===== config.mk =====
export PLATFORM = sky130hd
export DESIGN_NAME = uart_command_controller_flat
export DESIGN_NICKNAME = d
export VERILOG_FILES = /design/src/rtl/uart_command_controller_pkg.sv /design/src/rtl/uart_command_controller_if.sv /design/src/rtl/uart_command_controller_frame_watchdog.sv /design/src/rtl/uart_command_controller.sv /design/src/flat_wrapper.sv
export SDC_FILE = /design/constraint.sdc
export NUM_CORES = 1
export LEC_CHECK = 0
export CAP_MARGIN = 20
export CORE_ASPECT_RATIO = 0.75
export CORE_MARGIN = 2
export CORE_UTILIZATION = 55
export CTS_CLUSTER_DIAMETER = 80
export DETAILED_ROUTE_END_ITERATION = 10
export MAX_ROUTING_LAYER = met4
export PLACE_DENSITY = 0.81
export SLEW_MARGIN = 20
export SYNTH_ARGS = -nofsm -noshare
export SYNTH_HDL_FRONTEND = slang
export SYNTH_SLANG_ARGS = --single-unit

===== constraint.sdc =====
create_clock -name clk -period 4.05 [get_ports clk]
set_clock_uncertainty 0.05 [all_clocks]
set_input_delay 0.81 -clock clk [delete_from_list [all_inputs] [get_ports clk]]
set_output_delay 0.81 -clock clk [all_outputs]
set_load 0.1 [all_outputs]

===== src/rtl/uart_command_controller_pkg.sv =====
// Shared definitions for the UART command controller: command codes, error causes,
// frame geometry and the controller state encoding.
package uart_command_controller_pkg;

  localparam logic [7:0] CMD_FREQUENCY = 8'h01;
  localparam logic [7:0] CMD_GAIN      = 8'h02;
  localparam logic [7:0] CMD_ENABLE    = 8'h03;

  localparam logic [1:0] ERR_NONE     = 2'd0;
  localparam logic [1:0] ERR_CHECKSUM = 2'd1;
  localparam logic [1:0] ERR_COMMAND  = 2'd2;
  localparam logic [1:0] ERR_TIMEOUT  = 2'd3;

  localparam int FRAME_PAYLOAD_BYTES = 4;

  typedef enum logic [1:0] {
    IDLE,
    CMD,
    DATA,
    CHECK
  } state_t;

  // Error counter holds at all-ones rather than wrapping back to a misleading small value
  function automatic logic [15:0] saturatingIncrement(input logic [15:0] value);
    return (value == 16'hFFFF) ? value : value + 16'd1;
  endfunction

endpackage


===== src/rtl/uart_command_controller_if.sv =====
// Received-byte stream from the UART receiver: a one-cycle available strobe with its byte.
interface uart_command_controller_if;

  logic       available;
  logic [7:0] data;

  modport master (
    output available,
    output data
  );

  modport slave (
    input available,
    input data
  );

endinterface


===== src/rtl/uart_command_controller_frame_watchdog.sv =====
// Inter-byte watchdog: counts idle cycles while a frame is running and flags when the
// allowed gap has been reached. The count stops at the limit so it never wraps.
module frame_watchdog #(
  parameter int timeoutCycles = 76_800,
  parameter int timerBits     = 20
) (
  input  logic clk,
  input  logic reset,
  input  logic clear,
  input  logic run,
  output logic expired
);

  localparam logic [timerBits-1:0] LIMIT = timerBits'(timeoutCycles);

  logic [timerBits-1:0] timer;

  always_ff @(posedge clk) begin
    if (reset || clear || !run) begin
      timer <= '0;
    end else if (!expired) begin
      timer <= timer + timerBits'(1);
    end
  end

  assign expired = (timer == LIMIT);

endmodule


===== src/rtl/uart_command_controller.sv =====
// Frames the UART byte stream into SYNC/CMD/4xDATA/CHK commands and applies validated
// commands atomically to the FM transmitter configuration registers.
module uart_command_controller
  import uart_command_controller_pkg::*;
#(
  parameter int         clockRate     = 76_800_000,
  parameter int         timeoutCycles = 76_800,
  parameter int         timerBits     = 20,
  parameter logic [7:0] syncByte      = 8'hA5
) (
  input  logic                             clk,
  input  logic                             reset,
  uart_command_controller_if.slave         rx,
  output logic [31:0]                      frequencyWord,
  output logic [15:0]                      gain,
  output logic                             enable,
  output logic                             update,
  output logic                             busy,
  output logic [15:0]                      frameCount,
  output logic [15:0]                      errorCount,
  output logic [1:0]                       lastError
);

  if (clockRate < 1 || timeoutCycles < 2 || timerBits < 2 || timerBits > 30 ||
      timeoutCycles >= (1 << timerBits)) begin : gen_bad_parameters
    $error("uart_command_controller: timeoutCycles must be >= 2 and fit in timerBits");
  end

  localparam logic [1:0] LAST_INDEX = 2'(FRAME_PAYLOAD_BYTES - 1);

  state_t      state, stateNext;
  logic [7:0]  command, commandNext;
  logic [7:0]  checksum, checksumNext;
  logic [31:0] payload, payloadNext;
  logic [1:0]  byteIndex, byteIndexNext;

  logic [31:0] frequencyWordNext;
  logic [15:0] gainNext;
  logic        enableNext;
  logic        updateNext;
  logic [15:0] frameCountNext;
  logic [15:0] errorCountNext;
  logic [1:0]  lastErrorNext;

  logic expired;
  logic timedOut;

  frame_watchdog #(
    .timeoutCycles (timeoutCycles),
    .timerBits     (timerBits)
  ) watchdog (
    .clk     (clk),
    .reset   (reset),
    .clear   (rx.available),
    .run     (state != IDLE),
    .expired (expired)
  );

  // A byte landing on the expiry cycle takes priority over the timeout
  assign timedOut = expired && (state != IDLE) && !rx.available;
  assign busy     = (state != IDLE);

  always_ff @(posedge clk) begin
    if (reset) begin
      state         <= IDLE;
      command       <= '0;
      checksum      <= '0;
      payload       <= '0;
      byteIndex     <= '0;
      frequencyWord <= '0;
      gain          <= '0;
      enable        <= 1'b0;
      update        <= 1'b0;
      frameCount    <= '0;
      errorCount    <= '0;
      lastError     <= ERR_NONE;
    end else begin
      state         <= stateNext;
      command       <= commandNext;
      checksum      <= checksumNext;
      payload       <= payloadNext;
      byteIndex     <= byteIndexNext;
      frequencyWord <= frequencyWordNext;
      gain          <= gainNext;
      enable        <= enableNext;
      update        <= updateNext;
      frameCount    <= frameCountNext;
      errorCount    <= errorCountNext;
      lastError     <= lastErrorNext;
    end
  end

  always_comb begin
    stateNext         = state;
    commandNext       = command;
    checksumNext      = checksum;
    payloadNext       = payload;
    byteIndexNext     = byteIndex;
    frequencyWordNext = frequencyWord;
    gainNext          = gain;
    enableNext        = enable;
    updateNext        = 1'b0;
    frameCountNext    = frameCount;
    errorCountNext    = errorCount;
    lastErrorNext     = lastError;

    case (state)
      IDLE: begin
        if (rx.available && rx.data == syncByte) begin
          stateNext = CMD;
        end
      end
      CMD: begin
        if (rx.available) begin
          commandNext   = rx.data;
          checksumNext  = rx.data;
          byteIndexNext = '0;
          stateNext     = DATA;
        end
      end
      DATA: begin
        // D0 arrives first, so shifting in from the top leaves it in the low byte
        if (rx.available) begin
          payloadNext   = {rx.data, payload[31:8]};
          checksumNext  = checksum ^ rx.data;
          byteIndexNext = byteIndex + 2'd1;
          if (byteIndex == LAST_INDEX) begin
            stateNext = CHECK;
          end
        end
      end
      CHECK: begin
        if (rx.available) begin
          stateNext = IDLE;
          if (rx.data != checksum) begin
            errorCountNext = saturatingIncrement(errorCount);
            lastErrorNext  = ERR_CHECKSUM;
          end else begin
            case (command)
              CMD_FREQUENCY: begin
                frequencyWordNext = payload;
                updateNext        = 1'b1;
                frameCountNext    = frameCount + 16'd1;
              end
              CMD_GAIN: begin
                gainNext       = payload[15:0];
                updateNext     = 1'b1;
                frameCountNext = frameCount + 16'd1;
              end
              CMD_ENABLE: begin
                enableNext     = payload[0];
                updateNext     = 1'b1;
                frameCountNext = frameCount + 16'd1;
              end
              default: begin
                errorCountNext = saturatingIncrement(errorCount);
                lastErrorNext  = ERR_COMMAND;
              end
            endcase
          end
        end
      end
      default: stateNext = IDLE;
    endcase

    if (timedOut) begin
      stateNext      = IDLE;
      errorCountNext = saturatingIncrement(errorCount);
      lastErrorNext  = ERR_TIMEOUT;
    end
  end

endmodule


===== src/flat_wrapper.sv =====
// flat-port wrapper written by rule: the top's interface ports become plain ports
module uart_command_controller_flat import uart_command_controller_pkg::*;
#(
  parameter int         clockRate     = 76_800_000,
  parameter int         timeoutCycles = 76_800,
  parameter int         timerBits     = 20,
  parameter logic [7:0] syncByte      = 8'hA5
)
  (clk, reset, frequencyWord, gain, enable, update, busy, frameCount, errorCount, lastError, rx_available, rx_data);
  uart_command_controller_if rx_i ();
  input  logic clk;
  input  logic reset;
  output logic [31:0] frequencyWord;
  output logic [15:0] gain;
  output logic enable;
  output logic update;
  output logic busy;
  output logic [15:0] frameCount;
  output logic [15:0] errorCount;
  output logic [1:0] lastError;
  input wire logic [$bits(rx_i.available)-1:0] rx_available;
  input wire logic [$bits(rx_i.data)-1:0] rx_data;
  assign rx_i.available = rx_available;
  assign rx_i.data = rx_data;
  uart_command_controller #(.clockRate(clockRate), .timeoutCycles(timeoutCycles), .timerBits(timerBits), .syncByte(syncByte)) u_core (.clk(clk), .reset(reset), .rx(rx_i), .frequencyWord(frequencyWord), .gain(gain), .enable(enable), .update(update), .busy(busy), .frameCount(frameCount), .errorCount(errorCount), .lastError(lastError));
endmodule

### Gate families picked out

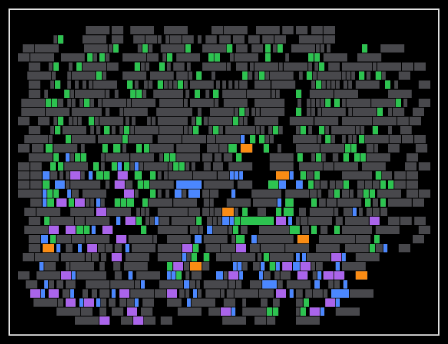
legend:
  purple:
    family: XOR/XNOR gates
    cells: 40
    most_used: xor2_1
  orange:
    family: multiplexers
    cells: 7
    most_used: mux2i_1
  green:
    family: inverting AOI/OAI gates
    cells: 156
    most_used: a21oi_1
  blue:
    family: NOR gates
    cells: 75
    most_used: nor2_1
multi-input combinational area share: 38.1%
number of non-filler instances in the completed layout: 1,010

### Supply network

Pins as bars on the die edge.
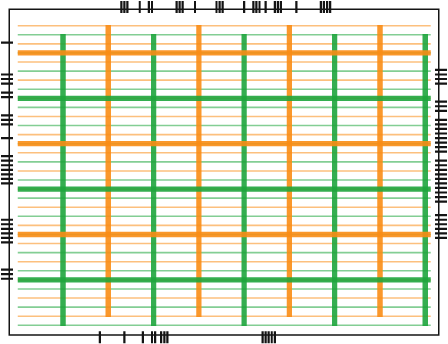
legend:
  orange:
    net: VDD
  green:
    net: VSS
met4 straps: 9
rows: 33
met1 rails: 34
Chip Width: 128 um
peak ir drop on the vdd network: 0.302 mV
area of the core: 0.0111 mm2
height of the chip: 97.2 um

### Layout detail

Region (7, 47) to (57, 97) um. Cells in gray, sequential cells in the stronger gray; small squares are vias.
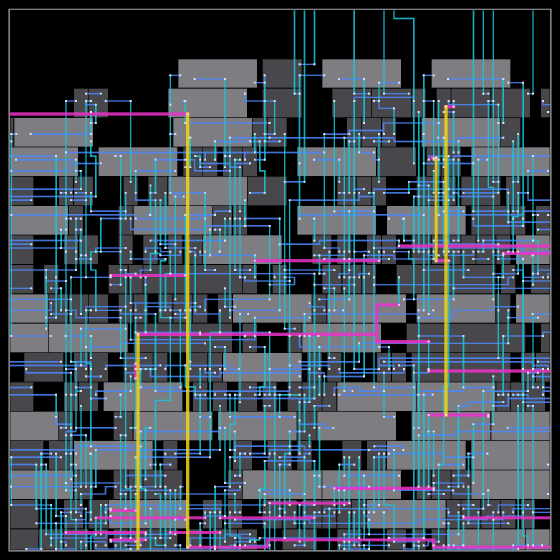
legend:
  blue:
    layer: met1
  magenta:
    layer: met3
  yellow:
    layer: met4
  cyan:
    layer: met2
netlist names of flops here include: `u_core.payload` (19), `u_core.frequencyWord` (16), `u_core.command` (4)
most frequent: nand2_1 (83), a21oi_1 (46), dfxtp_1 (42)
cells with their middle in the window: 211
sequential cells in the window: 42

==> impl_metrics.ini <==
; generated from flow reports
[placed_design]
io_buffers = 95
place.detailed.hpwl_um = 10200
gp_congestion = 0.907
dp.cells = 980

[cts]
cts_setup_buffers = 0
post_cts_resize_count = 0
cts.clk_slew.worst_paths_ns = 0.06
clock_tree.htree_level_count = 4
cts_tree = yes
cts-hold-fix-buffers = 0
clock-root-buffer = sky130_fd_sc_hd__clkbuf_16
ctsLongestPathBuffers = 2

[worst_hold_path]
timing.hold.worst.start = u_core.gain[10]
hold-path-cell-count = 2
worst_hold_path_type = flop to flop
hold_path_end = u_core.gain[10]

[drt]
post-route-drc-count = 0
ant_nets = 0
detail_route.vias_per_cell = 5.71
detail_route.wl_per_cell_um = 15.0
dr_wl_met2_um = 7020
num_vias = 5768
drt_pass1_iterations = 5
totalWireLength_um = 15100
m1_wire_length_um = 6990
initialDrtViolationCount = 489
topRoutingLayerUsed = met4

[critical_path]
critical_path.max_stage_delay_ns = 1.12
worstPathRequired_ns = 3.19
critPathMostFrequentCell = sky130_fd_sc_hd__inv_1
slowest_cell_on_the_critical_path = sky130_fd_sc_hd__clkdlybuf4s50_1
critical_path.startpoint = u_core.state[0]
cp_max_fo = 6
start_kind = flop
worst-endpoint-arrival_ns = 2.35
setup.reg_to_reg.worst_slack_ns = 1.56
series_of_cell_instances_along_the_critical_path = inv_1 -> ha_1 -> inv_1 -> clkdlybuf4s50_1
worst_r2r_startpoint = u_core.watchdog.timer[2]
timing.critical_path.to = busy
number_of_cells_on_the_worst_reg_to_reg_path = 6

[grt]
gr-usage-met3_pct = 4.74
globalRouteTotalUtil_pct = 25.6
globalRouteOverflowTotal = 0
globalRouteMet2Util_pct = 39.1
grt_max_degree = 117
grt_pass1_vias = 5410
grt_antenna_before_repair = 0
grtUsageMet1_pct = 34.0
most_crowded_layer_gr = met2
grt_pass1_wl_um = 25300

[final_timing]
max_slew_violations = 0
final.period_utilization_pct = 79.3
min_period_ns = 3.21
hold_viol_final = 0
fmax_mhz = 312
worstMarginPinSlew_ns = 0.987
rsz0062_at_grt = no
setup_total_negative_slack_ns = 0
setup_viol = 0

[yosys]
synthDominantCellAreaShare_pct = 49.0
synth_area_mm2 = 0.00637
ys_async_sr_fraction_pct = 0
postSynthCellCount = 780
synthMostInstantiatedCell = sky130_fd_sc_hd__nand2_1
netlist-cell-type-count = 47
ys.warnings.count = 0
edf_count = 0
synth-area-yosys_mm2 = 0.00637
syn_nets = 800
synth-seq-cells = 156
synthesis.area_per_instance_um2 = 8.16
synth.top_cells.by_count = sky130_fd_sc_hd__nand2_1, sky130_fd_sc_hd__dfxtp_1, sky130_fd_sc_hd__a21oi_1
top_flip_flop_cell_by_instance_count_after_synthesis = sky130_fd_sc_hd__dfxtp_1
synth_sequential_area_ratio_pct = 49.0
ys_cells = 780
cell_taking_the_most_area_after_synthesis = sky130_fd_sc_hd__dfxtp_1

[final_layout]
comb_area_mm2 = 0.00303
layout-area-overhead-vs-synth_pct = 25.0
diodes = 0
num-nets-final = 879
n_fill_cell = 825
final_cell_mix = sky130_fd_sc_hd__nand2_1, sky130_fd_sc_hd__dfxtp_1, sky130_fd_sc_hd__a21oi_1

[power_and_ir_drop]
power_per_cell_area_mw_per_mm2 = 398
power.static_leakage_nw = 2.63

[floorplanning]
initial_utilization_pct = 57.3
io_pins = 96
rows = 33

[run]
cap_viol_max_count = 0
warning_count = 32

[outcome]
outcome = complete, no violations
### Clock routing

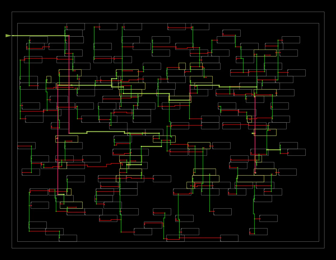
reported clock group power: 1.58 mW
number of flip-flops and latches: 156
CTS Sinks: 156
source-to-sink clock delay at the later pin of the worst-skew pair: 0.41 ns
CTS Buf Count: 17

### Where the registers sit

Other sequential cells in the stronger gray, the rest of the logic in the fainter gray.
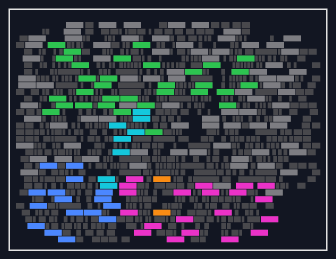
legend:
  orange:
    netlist_name: `u_core.state`
    flops: 2
  green:
    netlist_name: `u_core.payload`
    flops: 32
  blue:
    netlist_name: `u_core.frameCount`
    flops: 16
    where: south-west
  magenta:
    netlist_name: `u_core.watchdog.timer`
    flops: 20
  cyan:
    netlist_name: `u_core.command`
    flops: 8
flip-flop and latch area: 0.00312 mm2
end-of-flow core utilization: 71.7%
sequential share of cell area: 39.2%

## per-stage QoR
| stage | cell area (um2) | total power, mW | setup slack (ns) | hold slack [ns] | utilization, % |
|---|---|---|---|---|---|
| after global placement | 7370 | 1.62 | 0.783 | 0.392 | 66.3 |
| after CTS | 7960 | 3.19 | 0.816 | 0.404 | 71.6 |
| final | 7960 | 3.17 | 0.840 | 0.401 | 71.7 |
| after global routing | 7960 | 3.26 | 0.768 | 0.422 | 71.7 |
| after detailed placement | 7370 | 1.62 | 0.683 | 0.395 | 66.3 |
| after floorplan | 6370 | 1.60 | 1.42 | 0.386 | - |
## where the power goes
| group | switching [mW] | leakage (nW) | internal (mW) |
|---|---|---|---|
| logic | 0.0358 | 1.09 | 0.0165 |
| registers | 0.000284 | 1.26 | 1.53 |
| clock network | 0.601 | 0.285 | 0.977 |
| total | 0.637 | 2.63 | 2.53 |
## flip-flops by register name (all words and copies together), names as in the netlist
register and flops:
u_core.frequencyWord 32, u_core.payload 32, u_core.watchdog.timer 20, u_core.errorCount 16, u_core.frameCount 16, u_core.gain 16
u_core.checksum 8, u_core.command 8, u_core.byteIndex 2, u_core.lastError 2, u_core.state 2, u_core.enable 1
u_core.update 1
## worst max-delay path: cells and delay by family, from the launching register on
kind	cells	cell delay [ns]
fa+ha+maj	1	0.27
buf+inv	3	1.28
flops	1	0.39
## cell type report
cell class,count,area share (%)
Clock inverter,11,1.84
Inverter,11,0.519
Sequential cell,156,39.2
Multi-Input combinational cell,572,38.1
Timing Repair Buffer,101,12.5
Clock buffer,19,5.56
Tap cell,140,2.20
## logic make-up after synthesis
logic type	share of synthesized area, %
simple gates	25.9
compound gates	13.3
flops	49.0
buf+inv	3.30
xor+xnor	5.50
fa+ha+maj	1.77
mux	1.12
No activity file was given, so power comes from the tool's default toggle rates.
